<file path="config.mk">
export PLATFORM = sky130hd
export DESIGN_NAME = regfile_write_arbiter
export DESIGN_NICKNAME = d
export VERILOG_FILES = /design/src/rtl/regfile_write_arbiter.sv
export SDC_FILE = /design/constraint.sdc
export NUM_CORES = 1
export LEC_CHECK = 0
export ABC_AREA = 1
export CAP_MARGIN = 0
export CORE_MARGIN = 1
export CORE_UTILIZATION = 39
export CTS_BUF_LIST = sky130_fd_sc_hd__clkbuf_16
export DETAILED_ROUTE_END_ITERATION = 16
export PLACE_DENSITY = 0.93
export SLEW_MARGIN = 25
export SYNTH_ARGS = -nofsm -noshare
export SYNTH_HDL_FRONTEND = slang
export SYNTH_SLANG_ARGS = --single-unit
</file>
<file path="constraint.sdc">
create_clock -name clk -period 1.6 [get_ports clk]
set_input_delay 0.24 -clock clk [delete_from_list [all_inputs] [get_ports clk]]
set_output_delay 0.24 -clock clk [all_outputs]
set_load 0.05 [all_outputs]
</file>
<file path="src/rtl/regfile_write_arbiter.sv">
// Round-robin arbiter sharing the register-file write port among N_REQ requesters,
// with a one-entry output buffer that rides out register-file stalls and drops X31 writes.
module regfile_write_arbiter #(
   parameter int N_REQ  = 2,
   parameter int DATA_W = 64,
   parameter int ADDR_W = 5
) (
   input  logic                    clk,
   input  logic                    reset,
   input  logic [N_REQ-1:0]        req_valid,
   input  logic [N_REQ*ADDR_W-1:0] req_reg,
   input  logic [N_REQ*DATA_W-1:0] req_data,
   output logic [N_REQ-1:0]        req_ready,
   input  logic                    rf_stall,
   output logic                    wr_en,
   output logic [ADDR_W-1:0]       wr_reg,
   output logic [DATA_W-1:0]       wr_data,
   output logic                    busy
);

   localparam int               PTR_W = (N_REQ > 1) ? $clog2(N_REQ) : 1;
   localparam logic [ADDR_W-1:0] XZR  = '1;

   logic              buf_valid;
   logic [ADDR_W-1:0] buf_reg;
   logic [DATA_W-1:0] buf_data;
   logic [PTR_W-1:0]  rr_ptr;
   logic              run;

   logic              drain;
   logic              can_accept;
   logic              accept;
   logic              found;
   logic [PTR_W-1:0]  idx;
   logic [PTR_W-1:0]  grant_idx;
   logic [N_REQ-1:0]  grant;
   logic [ADDR_W-1:0] sel_reg;
   logic [DATA_W-1:0] sel_data;

   assign drain      = buf_valid & ~rf_stall;
   assign can_accept = ~buf_valid | ~rf_stall;

   // run keeps grants off while reset is low and for the first cycle after release
   always_comb begin
      grant     = '0;
      grant_idx = '0;
      found     = 1'b0;
      idx       = '0;
      if (run && can_accept) begin
         for (int k = 1; k <= N_REQ; k++) begin
            idx = PTR_W'((int'(rr_ptr) + k) % N_REQ);
            if (!found && req_valid[idx]) begin
               found      = 1'b1;
               grant[idx] = 1'b1;
               grant_idx  = idx;
            end
         end
      end
   end

   always_comb begin
      sel_reg  = '0;
      sel_data = '0;
      for (int i = 0; i < N_REQ; i++) begin
         if (grant[i]) begin
            sel_reg  = req_reg[i*ADDR_W +: ADDR_W];
            sel_data = req_data[i*DATA_W +: DATA_W];
         end
      end
   end

   assign accept    = |grant;
   assign req_ready = grant;

   // output buffer stage
   always_ff @(posedge clk or negedge reset) begin
      if (!reset) begin
         buf_valid <= 1'b0;
         buf_reg   <= '0;
         buf_data  <= '0;
         rr_ptr    <= PTR_W'(N_REQ - 1);
         run       <= 1'b0;
      end else begin
         run <= 1'b1;
         if (accept) begin
            buf_valid <= 1'b1;
            buf_reg   <= sel_reg;
            buf_data  <= sel_data;
            rr_ptr    <= grant_idx;
         end else if (drain) begin
            buf_valid <= 1'b0;
         end
      end
   end

   // X31 entries still drain, just without a write strobe
   assign wr_en   = drain & (buf_reg != XZR);
   assign wr_reg  = buf_reg;
   assign wr_data = buf_data;
   assign busy    = buf_valid;

endmodule

</file>
clocks.png
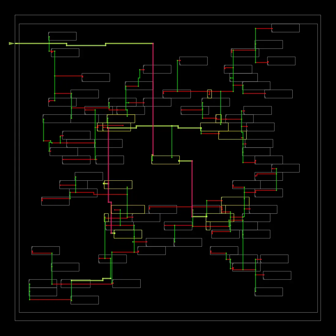
clk_buf instances: 9
P_clk: 1.89 mW

clk_routes.png
Drawn at 4 px/µm.
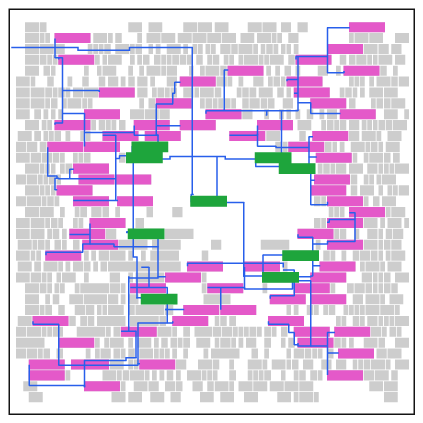
[green] clock drivers | count: 9
[magenta] flip-flops | count: 72
[blue] clock wires | length: 940 µm
routed clock nets	10
flops lie	spread over the die

wires.png
Drawn at 3 px/µm.
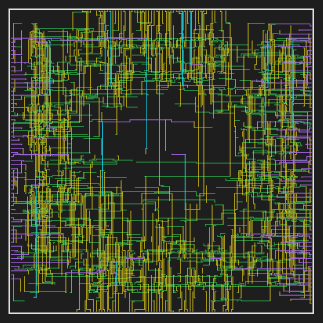
color	layer	wire length
cyan	metal 4	392 µm
yellow	metal 2	6300 µm
green	metal 1	4650 µm
purple	metal 3	1020 µm
All-Layer GR Usage: 24.6%
total number of vias: 4301

==> results_slide.txt <==
Synthesis and Place & Route Summary

Finish
  – Dominant logic cell types in the final layout: nand2_1, nand3_1, clkdlybuf4s50_1, buf_4, inv_1
  – Clk tree area frac: 4.39%
  – Number of nets in the layout: 893
  – Combinational share of cell area: 24.7%
  – Sequential cell area: 1800 µm²
  – Number of diodes: 0
  – Number of sequential cells: 72
  – Fraction of layout instances using a drive strength above 1: 15.1%
  – Fillers: 760

Final timing
  – Final Hold Vio Count: 0
  – Fin crit share: 99.7%
  – Slew Viols, Final: 0
  – Clock Skew: 5.87 ps
  – Smallest hold slack: 304 ps
  – Setup-failing EPs final: 0
  – RSZ-0062 raised after global routing: true

Status
  – Status: completed

GRT
  – Met2 Use GR: 45.7%
  – Pin count of the biggest net entering global routing: 41
  – GRT busiest layer: met2
  – Grt met3 use: 5.89%

Synthesis
  – Post-synth top cells: nand2_1, nand3_1, dfrtp_1, inv_1, buf_2
  – Yosys warns: 0
  – Ranking of synthesized cells by area: dfrtp_1, nand2_1, nand3_1
  – Yosys stat chip area: 3810 µm²
  – Yosys cell count: 541
  – Avg Inst Size Synth: 7.04 µm²
  – Synth Seq Share: 47.3%

Place
  – # port buffers: 215
  – Post-Place Setup Slack: -196 ps
  – Placed insts: 863
  – GPL Wtd Cong: 0.773
  – DP HPWL: 9.42 mm

Power and ir drop
  – Net Sw Frac: 43.4%
  – Total Power: 8.64 mW
  – PD cells: 1350 nW/µm²
  – Peak supply drop: 1.12 mV
  – Biggest consumer: combinational cells
  – Pleak: 3.35 nW
  – Internal: 4.89 mW
  – Clock group share of total power: 21.8%

Floorplanning
  – Die Y: 101 µm
  – Tap Count: 129
  – Ports: 216

Flow run
  – Max_cap viols: 0

Clocking
  – CTS max path bufs: 2
  – H-tree depth: 3
  – Latency at later pin: 320 ps
  – Post-CTS Setup Inserts: 2
  – CTS resizes: 5
  – TritonCTS sink count: 72

Critical path
  – CP max FO: 3
  – Critical path type: reg -> out
  – CP max stage delay: 540 ps

Route
  – DRC viols: 0
  – Max Used Layer: met4
  – Vias per cell: 4.87
  – DRT iter0 DRCs: 119
  – Post-Route WL: 12.4 mm
logic_types.png
Drawn at 3 px/µm.
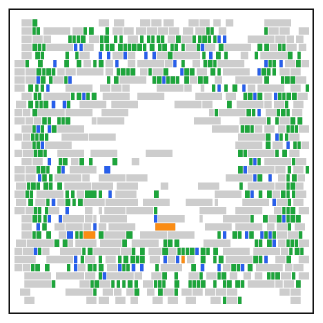
color	family	cells
orange	NOR gates	3
green	NAND gates	354
blue	inverters	74

layer_met3.png
Drawn at 4 px/µm.
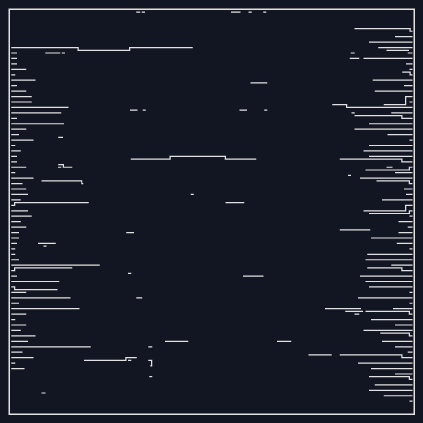
nets with wire on the layer	152
main direction	horizontal
wire length on this layer	1020 µm
share of all routed wire	8.3%
longest straight run	21.8 µm

-- path summary, 6_finish.rpt --
check / to / depth (start not counted) / from / slack (ps)
max: req_ready[0] / 5 / rr_ptr / 4
min: busy / 3 / rf_stall / 300
max reg2reg: wr_data[11] / 8 / rr_ptr / 110
min reg2reg: wr_data[55] / 2 / wr_data[55] / 510
max in group asynchronous: wr_data[55] / 3 / reset / 640
min in group asynchronous: wr_data[33] / 2 / reset / 420
-- worst reg2reg max path, stage by stage (launching register included) --
cell and delay (ps):
dfstp_2 540, inv_2 50, a21oi_4 160, buf_4 170
buf_12 170, nand3_1 160, nand2_1 90, inv_1 40
nand2_1 50
-- logic make-up after synthesis --
family / synth area share, %
buf+inv: 11.9
other cells: 0.0984
compound gates: 0.558
simple gates: 40.1
flops: 47.3
Power and IR drop assume default switching activity.
